File: config.mk
export PLATFORM = sky130hd
export DESIGN_NAME = dm_copy_flat
export DESIGN_NICKNAME = d
export VERILOG_FILES = /design/src/rtl/dm_copy_pkg.sv /design/src/rtl/dm_copy_if.sv /design/src/rtl/dm_copy_step.sv /design/src/rtl/dm_copy.sv /design/src/flat_wrapper.sv
export SDC_FILE = /design/constraint.sdc
export NUM_CORES = 1
export LEC_CHECK = 0
export CAP_MARGIN = 20
export CORE_ASPECT_RATIO = 1.4
export CORE_UTILIZATION = 35
export CTS_CLUSTER_SIZE = 30
export DETAILED_ROUTE_END_ITERATION = 10
export HOLD_SLACK_MARGIN = 0.08
export PLACE_DENSITY = 0.64
export SKIP_LAST_GASP = 1
export SLEW_MARGIN = 20
export SYNTH_ARGS = -nofsm -noshare
export SYNTH_HDL_FRONTEND = slang
export SYNTH_SLANG_ARGS = --single-unit
export TNS_END_PERCENT = 50
File: constraint.sdc
create_clock -name clk -period 5.2 [get_ports clk]
set_input_delay 0.52 -clock clk [delete_from_list [all_inputs] [get_ports clk]]
set_output_delay 0.52 -clock clk [all_outputs]
set_load 0.01 [all_outputs]
File: src/rtl/dm_copy_pkg.sv
// Shared types and constants for the data-memory copy engine.
package dm_copy_pkg;

  localparam int unsigned ADDR_W     = 10;
  localparam int unsigned DATA_W     = 32;
  localparam int unsigned LEN_W      = 11;
  localparam int unsigned SUM_W      = 12;
  localparam int unsigned MEM_BYTES  = 1024;
  localparam int unsigned WORD_BYTES = 4;

  typedef enum logic [1:0] {
    IDLE = 2'd0,
    RD   = 2'd1,
    WR   = 2'd2,
    DONE = 2'd3
  } state_t;

  typedef struct packed {
    logic [ADDR_W-1:0] src;
    logic [ADDR_W-1:0] dst;
    logic [LEN_W-1:0]  len;
    logic              word_mode;
  } req_t;

  // True when the byte range [base, base+len) lies inside data memory.
  function automatic logic in_bounds(input logic [ADDR_W-1:0] base,
                                     input logic [LEN_W-1:0]  len);
    return (SUM_W'(base) + SUM_W'(len)) <= SUM_W'(MEM_BYTES);
  endfunction

endpackage

File: src/rtl/dm_copy_if.sv
// Request/completion handshake plus data-memory initiator port of the copy engine.
interface dm_copy_if;
  import dm_copy_pkg::*;

  logic              start;
  logic [ADDR_W-1:0] src;
  logic [ADDR_W-1:0] dst;
  logic [LEN_W-1:0]  len;
  logic              word_mode;
  logic              busy;
  logic              done;
  logic              err;
  logic [ADDR_W-1:0] mem_addr;
  logic [DATA_W-1:0] mem_din;
  logic              mem_we;
  logic              mem_byte;
  logic [DATA_W-1:0] mem_dout;

  modport slave (
    input  start, src, dst, len, word_mode, mem_dout,
    output busy, done, err, mem_addr, mem_din, mem_we, mem_byte
  );

  modport master (
    output start, src, dst, len, word_mode, mem_dout,
    input  busy, done, err, mem_addr, mem_din, mem_we, mem_byte
  );

endinterface

File: src/rtl/dm_copy_step.sv
// Pointer/count generator: plans words+tail bytes, picks direction, steps per write.
module dm_copy_step
  import dm_copy_pkg::*;
(
  input  logic              clk,
  input  logic              rst,
  input  logic              load,
  input  logic              step,
  input  req_t              req,
  output logic [ADDR_W-1:0] src_addr,
  output logic [ADDR_W-1:0] dst_addr,
  output logic              is_byte,
  output logic              last
);

  localparam int unsigned WCNT_W = LEN_W - 2;
  // Backward steps are modular adds of (MEM_BYTES - k), i.e. subtract k.
  localparam logic [ADDR_W-1:0] FWD_BYTE = ADDR_W'(1);
  localparam logic [ADDR_W-1:0] FWD_WORD = ADDR_W'(WORD_BYTES);
  localparam logic [ADDR_W-1:0] BWD_BYTE = ADDR_W'(MEM_BYTES - 1);
  localparam logic [ADDR_W-1:0] BWD_WORD = ADDR_W'(MEM_BYTES - WORD_BYTES);

  logic              backward_q;
  logic [WCNT_W-1:0] words_q;
  logic [LEN_W-1:0]  tail_q;
  logic [ADDR_W-1:0] src_q;
  logic [ADDR_W-1:0] dst_q;

  logic              backward;
  logic [WCNT_W-1:0] words;
  logic [LEN_W-1:0]  tail;
  logic [SUM_W-1:0]  src_end;
  logic [SUM_W-1:0]  dst_end;
  logic [SUM_W-1:0]  back_off;
  logic [ADDR_W-1:0] delta;

  // Transfer plan and direction for the request presented at load.
  always_comb begin
    src_end  = SUM_W'(req.src) + SUM_W'(req.len);
    dst_end  = SUM_W'(req.dst) + SUM_W'(req.len);
    backward = (req.dst > req.src) && (SUM_W'(req.dst) < src_end);
    words    = req.word_mode ? WCNT_W'(req.len >> 2) : '0;
    tail     = req.len - {words, 2'b00};
    back_off = (tail != '0) ? SUM_W'(1) : SUM_W'(WORD_BYTES);
  end

  // Backward runs tail bytes first; the last tail byte hops down to the top word.
  always_comb begin
    is_byte = backward_q ? (tail_q != '0) : (words_q == '0);
    delta   = FWD_WORD;
    if (!backward_q) begin
      delta = is_byte ? FWD_BYTE : FWD_WORD;
    end else if (is_byte && (tail_q != LEN_W'(1))) begin
      delta = BWD_BYTE;
    end else begin
      delta = BWD_WORD;
    end
    last = (SUM_W'(words_q) + SUM_W'(tail_q)) == SUM_W'(1);
  end

  always_ff @(posedge clk) begin
    if (rst) begin
      backward_q <= 1'b0;
      words_q    <= '0;
      tail_q     <= '0;
      src_q      <= '0;
      dst_q      <= '0;
    end else if (load) begin
      backward_q <= backward;
      words_q    <= words;
      tail_q     <= tail;
      src_q      <= backward ? ADDR_W'(src_end - back_off) : req.src;
      dst_q      <= backward ? ADDR_W'(dst_end - back_off) : req.dst;
    end else if (step) begin
      src_q <= src_q + delta;
      dst_q <= dst_q + delta;
      if (is_byte) begin
        tail_q <= tail_q - LEN_W'(1);
      end else begin
        words_q <= words_q - WCNT_W'(1);
      end
    end
  end

  assign src_addr = src_q;
  assign dst_addr = dst_q;

endmodule

File: src/rtl/dm_copy.sv
// Data-memory copy engine (memmove semantics): one read then one write per transfer.
module dm_copy
  import dm_copy_pkg::*;
(
  input  logic clk,
  input  logic rst,
  dm_copy_if.slave bus
);

  state_t            state_q;
  state_t            state_nx;
  req_t              req;
  logic [DATA_W-1:0] data_q;
  logic              err_q;
  logic              load;
  logic              zero_len;
  logic              reject;

  logic [ADDR_W-1:0] src_addr;
  logic [ADDR_W-1:0] dst_addr;
  logic              is_byte;
  logic              last;

  logic              busy;
  logic              done;
  logic              err;
  logic [ADDR_W-1:0] mem_addr;
  logic [DATA_W-1:0] mem_din;
  logic              mem_we;
  logic              mem_byte;

  assign req      = '{src: bus.src, dst: bus.dst, len: bus.len, word_mode: bus.word_mode};
  assign zero_len = (bus.len == '0);
  assign reject   = !in_bounds(bus.src, bus.len) || !in_bounds(bus.dst, bus.len);
  assign load     = (state_q == IDLE) && bus.start;

  dm_copy_step u_step (
    .clk      (clk),
    .rst      (rst),
    .load     (load),
    .step     (state_q == WR),
    .req      (req),
    .src_addr (src_addr),
    .dst_addr (dst_addr),
    .is_byte  (is_byte),
    .last     (last)
  );

  always_ff @(posedge clk) begin
    if (rst) begin
      state_q <= IDLE;
    end else begin
      state_q <= state_nx;
    end
  end

  always_comb begin
    state_nx = state_q;
    case (state_q)
      IDLE: begin
        if (bus.start) begin
          state_nx = (zero_len || reject) ? DONE : RD;
        end
      end
      RD:      state_nx = WR;
      WR:      state_nx = last ? DONE : RD;
      DONE:    state_nx = IDLE;
      default: state_nx = IDLE;
    endcase
  end

  // Read-data holding register and the latched rejection flag.
  always_ff @(posedge clk) begin
    if (rst) begin
      data_q <= '0;
      err_q  <= 1'b0;
    end else begin
      if (state_q == RD) begin
        data_q <= bus.mem_dout;
      end
      if (load) begin
        err_q <= reject && !zero_len;
      end
    end
  end

  always_comb begin
    busy     = 1'b0;
    done     = 1'b0;
    err      = 1'b0;
    mem_addr = '0;
    mem_din  = '0;
    mem_we   = 1'b0;
    mem_byte = 1'b0;
    case (state_q)
      RD: begin
        busy     = 1'b1;
        mem_addr = src_addr;
        mem_byte = is_byte;
      end
      WR: begin
        busy     = 1'b1;
        mem_addr = dst_addr;
        mem_din  = data_q;
        mem_we   = 1'b1;
        mem_byte = is_byte;
      end
      DONE: begin
        done = 1'b1;
        err  = err_q;
      end
      default: ;
    endcase
  end

  assign bus.busy     = busy;
  assign bus.done     = done;
  assign bus.err      = err;
  assign bus.mem_addr = mem_addr;
  assign bus.mem_din  = mem_din;
  assign bus.mem_we   = mem_we;
  assign bus.mem_byte = mem_byte;

endmodule

File: src/flat_wrapper.sv
// flat-port wrapper written by rule: the top's interface ports become plain ports
module dm_copy_flat import dm_copy_pkg::*;
  (clk, rst, bus_start, bus_src, bus_dst, bus_len, bus_word_mode, bus_mem_dout, bus_busy, bus_done, bus_err, bus_mem_addr, bus_mem_din, bus_mem_we, bus_mem_byte);
  dm_copy_if bus_i ();
  input  logic clk;
  input  logic rst;
  input wire logic [$bits(bus_i.start)-1:0] bus_start;
  input wire logic [$bits(bus_i.src)-1:0] bus_src;
  input wire logic [$bits(bus_i.dst)-1:0] bus_dst;
  input wire logic [$bits(bus_i.len)-1:0] bus_len;
  input wire logic [$bits(bus_i.word_mode)-1:0] bus_word_mode;
  input wire logic [$bits(bus_i.mem_dout)-1:0] bus_mem_dout;
  output wire logic [$bits(bus_i.busy)-1:0] bus_busy;
  output wire logic [$bits(bus_i.done)-1:0] bus_done;
  output wire logic [$bits(bus_i.err)-1:0] bus_err;
  output wire logic [$bits(bus_i.mem_addr)-1:0] bus_mem_addr;
  output wire logic [$bits(bus_i.mem_din)-1:0] bus_mem_din;
  output wire logic [$bits(bus_i.mem_we)-1:0] bus_mem_we;
  output wire logic [$bits(bus_i.mem_byte)-1:0] bus_mem_byte;
  assign bus_i.start = bus_start;
  assign bus_i.src = bus_src;
  assign bus_i.dst = bus_dst;
  assign bus_i.len = bus_len;
  assign bus_i.word_mode = bus_word_mode;
  assign bus_i.mem_dout = bus_mem_dout;
  assign bus_busy = bus_i.busy;
  assign bus_done = bus_i.done;
  assign bus_err = bus_i.err;
  assign bus_mem_addr = bus_i.mem_addr;
  assign bus_mem_din = bus_i.mem_din;
  assign bus_mem_we = bus_i.mem_we;
  assign bus_mem_byte = bus_i.mem_byte;
  dm_copy u_core (.clk(clk), .rst(rst), .bus(bus_i));
endmodule
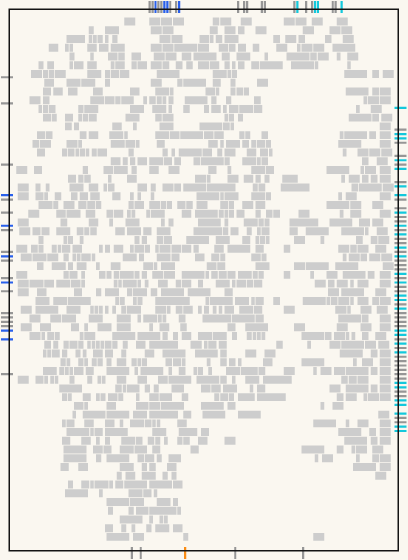
Figure 1: run 1, I/O pins on the die edge.
Pins as bars across the die edge, other pins in gray.
port	color	pins	direction	edge
bus_mem_din	cyan	32	output	28 right, 4 top
bus_src	blue	10	input	6 left, 4 top
rst	orange	1	input	bottom
die span in x: 121 um
Die H: 168 um
port buffer count: 113

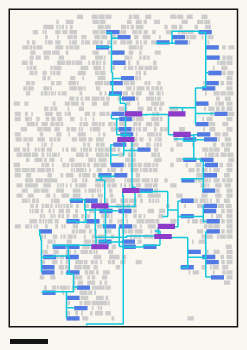
Figure 2: run 1, clock network drawn from the DEF.
The bar under the picture is 20 um long.
[flip-flops] blue | count: 76
[clock-net drivers] purple | count: 9
[clock wires] cyan | length: 1,050 um
flops lie	widely spread
Clk pwr share: 0.180
worst-skew pair later-pin latency: 0.34 ns
Power Clock: 0.000644 W
Fin Clk Skew: 0.0114 ns

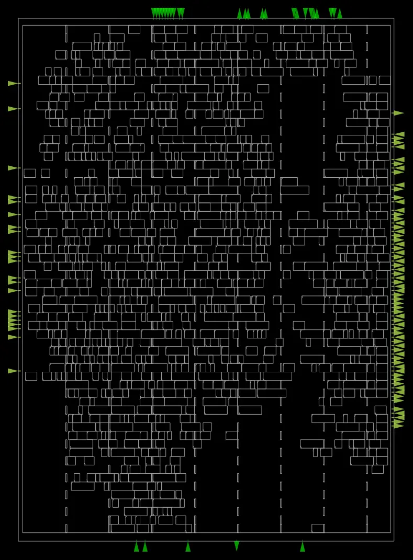
Figure 3: run 1, placement view.
Cell Rows: 60
post-layout util: 0.445
# fillers: 1,991
core area: 19,300 um2
register share of the cell area: 0.177

==> Slide: Implementation Results, run 1 <==
Implementation Results

Timing
  • Fraction of the cycle the final worst path needs: 0.863
  • Worst Tran Pin Value: 0.923 ns
  • TNS Setup: 0 ns
  • Max-slew violations: 0
  • Final min period: 4.49 ns
  • Hold Vio Cnt, Final: 0
  • Fmax: 0.223 GHz

GRT
  • Largest net degree at the start of global routing: 50
  • Initial antenna violation count: 0
  • Met1 Usage GRT: 0.235
  • First-pass GRT wire length: 31.9 mm
  • Grt peak-use layer: met2
  • Routing usage on met3: 0.0244
  • Vias in the first global route: 6,366
  • GRT Total Usage: 0.200

Layout
  • Non-clk bufs: 123
  • Most frequent cells in the layout: clkdlybuf4s50_1, nor2_1, ha_1, dfxtp_1, mux2i_1
  • Biggest Area Class: combinational gates
  • ClkCell Share: 0.0360
  • Final Cell Area: 8580 um2
  • Gate Area: 5090 um2
  • Flop Count: 76
  • Fraction of area in multi-input gates: 0.593
  • Register area: 1520 um2
  • Share of cells above drive strength 1: 0.0564
  • Most used logic cell in the final layout: clkdlybuf4s50_1
  • Synth-to-Final Area Change: 24.3%
  • NumNets Final: 1,105
  • # clk buffers: 10
  • Signal buf overhead: 0.140
  • Non-Filler Instances: 1,205
  • Inverter count: 39

Worst setup path
  • Critical path arrival: 4.69 ns
  • CP Class: in2reg
  • RR Startpoint: u_core.u_step.backward_q
  • Buffers & Inverters on Critical Path: 2
  • Worst setup EP type: flip-flop
  • Critical path capture point: u_core.u_step.src_addr[4]
  • Worst path max stage delay: 0.67 ns
  • CP Cell Sequence: clkdlybuf4s50_1 > ha_1 > a211oi_1 > o21ai_2 > a41oi_1 > o21ai_0 > xnor2_1 > ha_1 > a2111oi_0 > o21ai_0 > a21oi_1 > a221oi_1 > a31oi_2 > buf_4 > nor3_1 > a2111oi_0
  • Number of cells on the critical path: 16
  • Setup crit start: bus_len[1]
  • Worst EP required: 5.40 ns
  • R2r setup slk: 1.40 ns
  • Crit path max fanout: 23

Clock network
  • H-tree depth: 3
  • CTS max path bufs: 2
  • Post_cts resized: 0
  • Clock slew at reported path FFs: 0.06 ns
  • Clock Tree Root: clkbuf_16
  • CTS tree: built
  • CTS Sinks: 76

Route
  • Met2 WL: 9.86 mm
  • Antenna viol nets, final: 0
  • Uppermost routed layer: met4
  • Vias per cell: 5.36
  • Vias: 6,455
  • WL final: 19.9 mm
  • Iter 0 DRT Violations: 384

Yosys
  • Syn Inst Count: 855
  • Yosys Instances: 855
  • Most frequent cell after synthesis: nor2_1
  • Synth area leader: dfxtp_1
  • Post-synth EDFFs: 0
  • Top_reg_cell synth: dfxtp_1
  • Syn Area/Cell: 8.07 um2
  • Syn Nets: 1,008
  • FFs w/ async S/R, synth: 0
  • Flops after synth: 76
  • Synth Warn #: 0

Power and ir drop
  • Flop pwr share: 0.263
  • Internal power: 0.00206 W
  • Comb pwr: 0.00199 W
  • Max VDD drop: 0.167 mV
  • Sw power: 0.00151 W
  • Largest Pwr Group: combinational logic
  • Pwr dens: 417 nW/um2

Place
  • GPL Wtd Cong: 0.875
  • Placed Cells: 1,189
  • DP Area: 8270 um2
  • Dpl ws: 0.436 ns
  • Dpl hpwl: 15.8 mm

Floorplan
  • FP Util: 0.358
  • Well Taps: 248

Hold path
  • Hold Crit Start: u_core.err_q
  • Hold path endpoint: u_core.err_q
  • Worst min path class: reg2reg

Outcome
  • Status: finished, final reports clean

Job
  • Max Cap Violations: 0
## run 1: cells by family after synthesis
kind of cell	after synthesis	share of synthesized area
buf+inv	76	0.0426
xor+xnor	60	0.0761
flops	76	0.220
other cells	1	0.000543
fa+ha+maj	86	0.161
compound gates	199	0.193
simple gates	306	0.232
mux	51	0.0740
## run 1: registers in the layout, indices dropped and copies added (netlist names)
name                      count
u_core.data_q                32
u_core.u_step.tail_q         11
u_core.u_step.dst_addr       10
u_core.u_step.src_addr       10
u_core.u_step.words_q         9
u_core.state_q                2
u_core.err_q                  1
u_core.u_step.backward_q      1
## run 1: tightest hold or removal path, cell delays in order (launching register included)
cell and delay [ns]:
dfxtp_1 0.32, nand2_1 0.04, o21ai_0 0.05
Figure 4. Placement density heat map (run 1).
The die is cut into 12 by 17 equal tiles; white is low, dark blue is high, 0 to 100% covered.
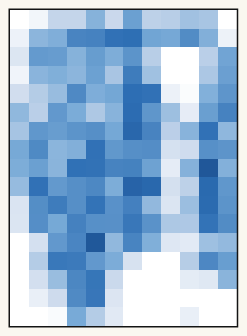

==> run 2: changes to the inputs <==
--- a/config.mk
+++ b/config.mk
@@ -5,7 +5,6 @@
 export SDC_FILE = /design/constraint.sdc
 export NUM_CORES = 1
 export LEC_CHECK = 0
-export CAP_MARGIN = 20
 export CORE_ASPECT_RATIO = 1.4
 export CORE_UTILIZATION = 35
 export CTS_CLUSTER_SIZE = 30
==> constraint.sdc (replaced) <==
create_clock -name clk -period 5.6 [get_ports clk]
set_input_delay 0.56 -clock clk [delete_from_list [all_inputs] [get_ports clk]]
set_output_delay 0.56 -clock clk [all_outputs]
set_load 0.01 [all_outputs]
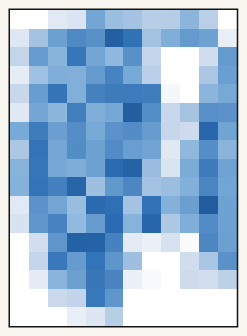
Figure 5: run 2, placement density heat map.
The die is cut into 12 by 17 equal tiles; white is low, dark blue is high, 0 to 100% covered.
emptiest ninth of the die	bottom right
fullest tile	82%
nearly empty tiles	15%
tiles over 75% full	5.9%
mean over tiles	41%
post-layout util: 0.444
FP Util: 0.358

==> Slide: Implementation Results, run 2 <==
Implementation Results

Yosys
  • Syn Nets: 1,008
  • Cell Type Count: 71
  • Flops after synth: 76
  • Yosys simple share: 0.232
  • Post-synth EDFFs: 0
  • Syn Area/Cell: 8.07 um2
  • Mux share: 0.0740
  • AO/OA Area Share: 0.193
  • Yosys synthesis chip area: 6900 um2
  • XOR Share, Synth: 0.0761
  • Synth Warn #: 0
  • Syn Inst Count: 855
  • Yosys Instances: 855
  • Dominant comb cell: simple AND/OR/NAND/NOR gates
  • FA/HA/MAJ Cells, Area Fraction: 0.161

Clock network
  • CTS tree: built
  • Worst-skew pair later-pin latency: 0.34 ns
  • Clock slew at reported path FFs: 0.06 ns
  • CTS Sinks: 76
  • Clock Tree Root: clkbuf_16
  • CTS max path bufs: 2

Route
  • Antenna viol nets, final: 0
  • Vias per cell: 5.32
  • Met1 wire length: 8.75 mm
  • Iter 0 DRT Violations: 282
  • Uppermost routed layer: met4
  • WL final: 19.6 mm
  • Vias: 6,415
  • WL met3: 825 um
  • Met2 WL: 9.36 mm

Timing
  • Worst Tran Pin Value: 0.907 ns
  • Hold Vio Cnt, Final: 0
  • Max-slew violations: 0
  • Fin Clk Skew: 0.00822 ns
  • Final min period: 4.50 ns
  • TNS Setup: 0 ns
  • Fmax: 0.222 GHz
  • Fraction of the cycle the final worst path needs: 0.804

Place
  • Dpl hpwl: 15.5 mm
  • GPL Wtd Cong: 0.883
  • DP Area: 8270 um2
  • Dpl ws: 0.750 ns
  • Port buffer count: 113
  • Placed Cells: 1,189

Floorplan
  • Die span in x: 121 um
  • Core area: 19,300 um2
  • Die H: 168 um

Worst setup path
  • Crit path max fanout: 7
  • Number of cells on the critical path: 16
  • CP Class: in2reg
  • Buffers & Inverters on Critical Path: 2
  • Worst setup EP type: flip-flop
  • Setup crit start: bus_len[1]
  • Critical path capture point: u_core.u_step.src_addr[4]
  • RR Startpoint: u_core.u_step.backward_q
  • CP Cell Sequence: clkdlybuf4s50_1 > ha_1 > a211oi_1 > o21ai_2 > a41oi_1 > o21ai_0 > xnor2_1 > ha_1 > a2111oi_0 > o21ai_0 > a21oi_1 > a221oi_1 > a31oi_2 > buf_4 > nor3_1 > a2111oi_0
  • Worst path max stage delay: 0.67 ns
  • R2r setup slk: 1.83 ns

Hold path
  • Worst min path class: reg2reg
  • Hold Crit Start: u_core.err_q
  • Hold path endpoint: u_core.err_q

GRT
  • GRT Total Usage: 0.196
  • First-pass GRT wire length: 31.6 mm
  • Met2 Track Usage GR: 0.347
  • Routing usage on met3: 0.0190
  • Initial antenna violation count: 0
  • Met1 Usage GRT: 0.237
  • Grt peak-use layer: met2
  • Vias in the first global route: 6,226

Layout
  • NumNets Final: 1,105
  • Most frequent cells in the layout: clkdlybuf4s50_1, nor2_1, ha_1, dfxtp_1, mux2i_1
  • Regs by FF count: u_core.data_q (32), u_core.u_step.tail_q (11)
  • Largest reg by FF count: u_core.data_q
  • Final Cell Area: 8560 um2
  • # fillers: 1,989
  • Synth-to-Final Area Change: 24.0%
  • Share of cells above drive strength 1: 0.0564
  • Most used logic cell in the final layout: clkdlybuf4s50_1

Outcome
  • Status: finished, final reports clean

Power and ir drop
  • Pwr dens: 383 nW/um2
  • Clk pwr share: 0.169
  • Max VDD drop: 0.221 mV
  • Internal power: 0.00187 W
  • Flop pwr share: 0.266
  • Sw power: 0.00140 W
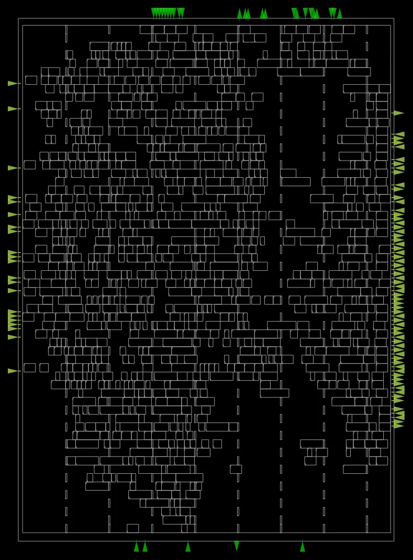
Figure 6: run 2, placement view.
Flop Count: 76
Well Taps: 248
Non-Filler Instances: 1,205

-- run 2: cell counts after synthesis --
Identical to the previous run, type by type.
-- run 2: power by group through the flow --
stage	Clock, W	Combinational (W)	Sequential (W)
5_1_grt	0.000592	0.00205	0.000898
6_report	0.000554	0.00185	0.000871
3_3_place_gp	0	0.00183	0.000877
4_1_cts	0.000569	0.00186	0.000869
2_1_floorplan	0	0.00137	0.000834
3_5_place_dp	0	0.00184	0.000881
-- run 2: layout make-up --
class	instances	area [um2]	area share
multi-input cells	703	5090	0.595
clock buffers	10	239	0.0279
repair buffers	123	1200	0.140
clock inverters	6	47.5	0.00556
well taps	248	310	0.0363
inverters	39	146	0.0171
flip-flops and latches	76	1520	0.178
Figure 7. The metal 3 layer (run 2).
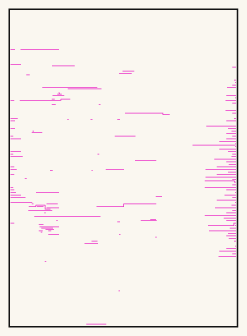

==> run 3: changes to the inputs <==
==> constraint.sdc (replaced) <==
create_clock -name clk -period 4.4 [get_ports clk]
set_input_delay 0.44 -clock clk [delete_from_list [all_inputs] [get_ports clk]]
set_output_delay 0.44 -clock clk [all_outputs]
set_load 0.01 [all_outputs]
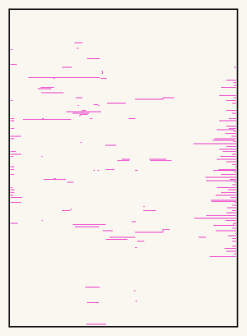
Figure 8: run 3, the metal 3 layer.
wire length on this layer	825 um
main direction	horizontal
WL final: 19.7 mm
Vias: 6,497

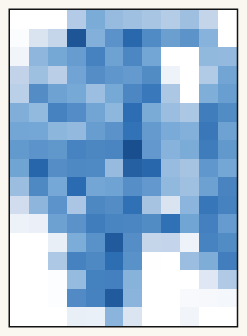
Figure 9: run 3, placement density heat map.
The die is cut into 12 by 17 equal tiles; white is low, dark blue is high, 0 to 100% covered.
fullest tile	88%
nearly empty tiles	17%
tiles over 75% full	5.4%
emptiest ninth of the die	bottom left
mean over tiles	42%
densest ninth of the die	middle
post-layout util: 0.454

==> Slide: Implementation Results, run 3 <==
Implementation Results

Floorplan
  • Die H: 168 um
  • FP Util: 0.358
  • Die span in x: 121 um
  • Core area: 19,300 um2
  • Well Taps: 248

Worst setup path
  • Crit path max fanout: 5
  • Number of cells on the critical path: 14
  • Critical path arrival: 4.22 ns
  • Worst path max stage delay: 0.54 ns
  • Setup crit start: bus_len[3]
  • CP Cell Sequence: clkdlybuf4s50_1 > nor3_1 > a21oi_1 > nor2_1 > mux2i_1 > a22oi_1 > or4_1 > ha_1 > a21oi_1 > or3b_2 > nor3_1 > xor2_1 > mux2i_1 > o22ai_1
  • Worst EP required: 4.59 ns
  • Critical path capture point: u_core.u_step.dst_addr[7]
  • R2r setup slk: 0.56 ns

Yosys
  • FA/HA/MAJ Cells, Area Fraction: 0.161
  • FFs w/ async S/R, synth: 0
  • Yosys simple share: 0.232
  • Most frequent cell after synthesis: nor2_1
  • Flops after synth: 76
  • Syn Nets: 1,008
  • Syn Area/Cell: 8.07 um2
  • Yosys synthesis chip area: 6900 um2
  • Synth Warn #: 0
  • Top_reg_cell synth: dfxtp_1
  • Yosys Instances: 855
  • Syn Inst Count: 855
  • Post-synth EDFFs: 0
  • Cell Type Count: 71
  • Dominant comb cell: simple AND/OR/NAND/NOR gates

Route
  • Antenna viol nets, final: 0
  • Vias per cell: 5.28
  • Iter 0 DRT Violations: 342

Power and ir drop
  • Max VDD drop: 0.211 mV
  • Pwr dens: 479 nW/um2
  • Sw power: 0.00179 W
  • Internal power: 0.00241 W
  • Flop pwr share: 0.262
  • Clk pwr share: 0.164

Layout
  • Share of cells above drive strength 1: 0.0814
  • Gate Area: 5100 um2
  • Regs by FF count: u_core.data_q (32), u_core.u_step.tail_q (11)
  • # clk buffers: 10
  • Most used logic cell in the final layout: clkdlybuf4s50_1
  • Non-clk bufs: 149
  • NumNets Final: 1,131
  • Synth-to-Final Area Change: 26.9%
  • Signal buf overhead: 0.161
  • Flop Count: 76
  • Register area: 1520 um2
  • Inverter count: 39
  • Fraction of area in multi-input gates: 0.582
  • Non-Filler Instances: 1,231
  • Max reg flops: 32
  • # fillers: 1,944
  • Largest reg by FF count: u_core.data_q

Clock network
  • CTS tree: built
  • Clock Tree Root: clkbuf_16
  • H-tree depth: 3
  • Clock slew at reported path FFs: 0.06 ns
  • CTS max path bufs: 2
  • Post_cts resized: 0

Hold path
  • Hold path endpoint: u_core.err_q
  • Hold Crit Start: u_core.err_q
  • Worst min path class: reg2reg

Timing
  • TNS Setup: 0 ns
  • Fraction of the cycle the final worst path needs: 0.915
  • Fin Clk Skew: 0.00948 ns
  • Max-slew violations: 0
  • Worst Tran Pin Value: 0.796 ns
  • Final min period: 4.03 ns

Place
  • Port buffer count: 113
  • Dpl ws: -0.0187 ns
  • DP Area: 8480 um2

GRT
  • GRT Total Usage: 0.198
  • Vias in the first global route: 6,393
  • Initial antenna violation count: 0
  • Largest net degree at the start of global routing: 64
  • First-pass GRT wire length: 31.9 mm

Outcome
  • Status: finished, final reports clean

Job
  • Max Cap Violations: 0
## run 3: cell counts after synthesis
Identical to the previous run, type by type.
## run 3: metal layers
layer / GRT usage / share of wire / vias up / wire length (um)
met2: 0.358 / 0.49 / 174 / 9690
met1: 0.236 / 0.43 / 2948 / 8550
met3: 0.0230 / 0.042 / 36 / 825
met4: 0.0794 / 0.033 / 0 / 641
met5: 0 / 0 / - / 0
li1: - / - / 3339 / -
## run 3: power by group through the flow
stage / combinational [W] / sequential [W] / clock (W)
2_1_floorplan: 0.00175 / 0.00106 / 0
3_3_place_gp: 0.00239 / 0.00111 / 0
3_5_place_dp: 0.00240 / 0.00111 / 0
4_1_cts: 0.00242 / 0.00110 / 0.000703
5_1_grt: 0.00269 / 0.00113 / 0.000738
6_report: 0.00241 / 0.00110 / 0.000687
Power figures rest on the tool's default switching activity, not on a simulated workload.
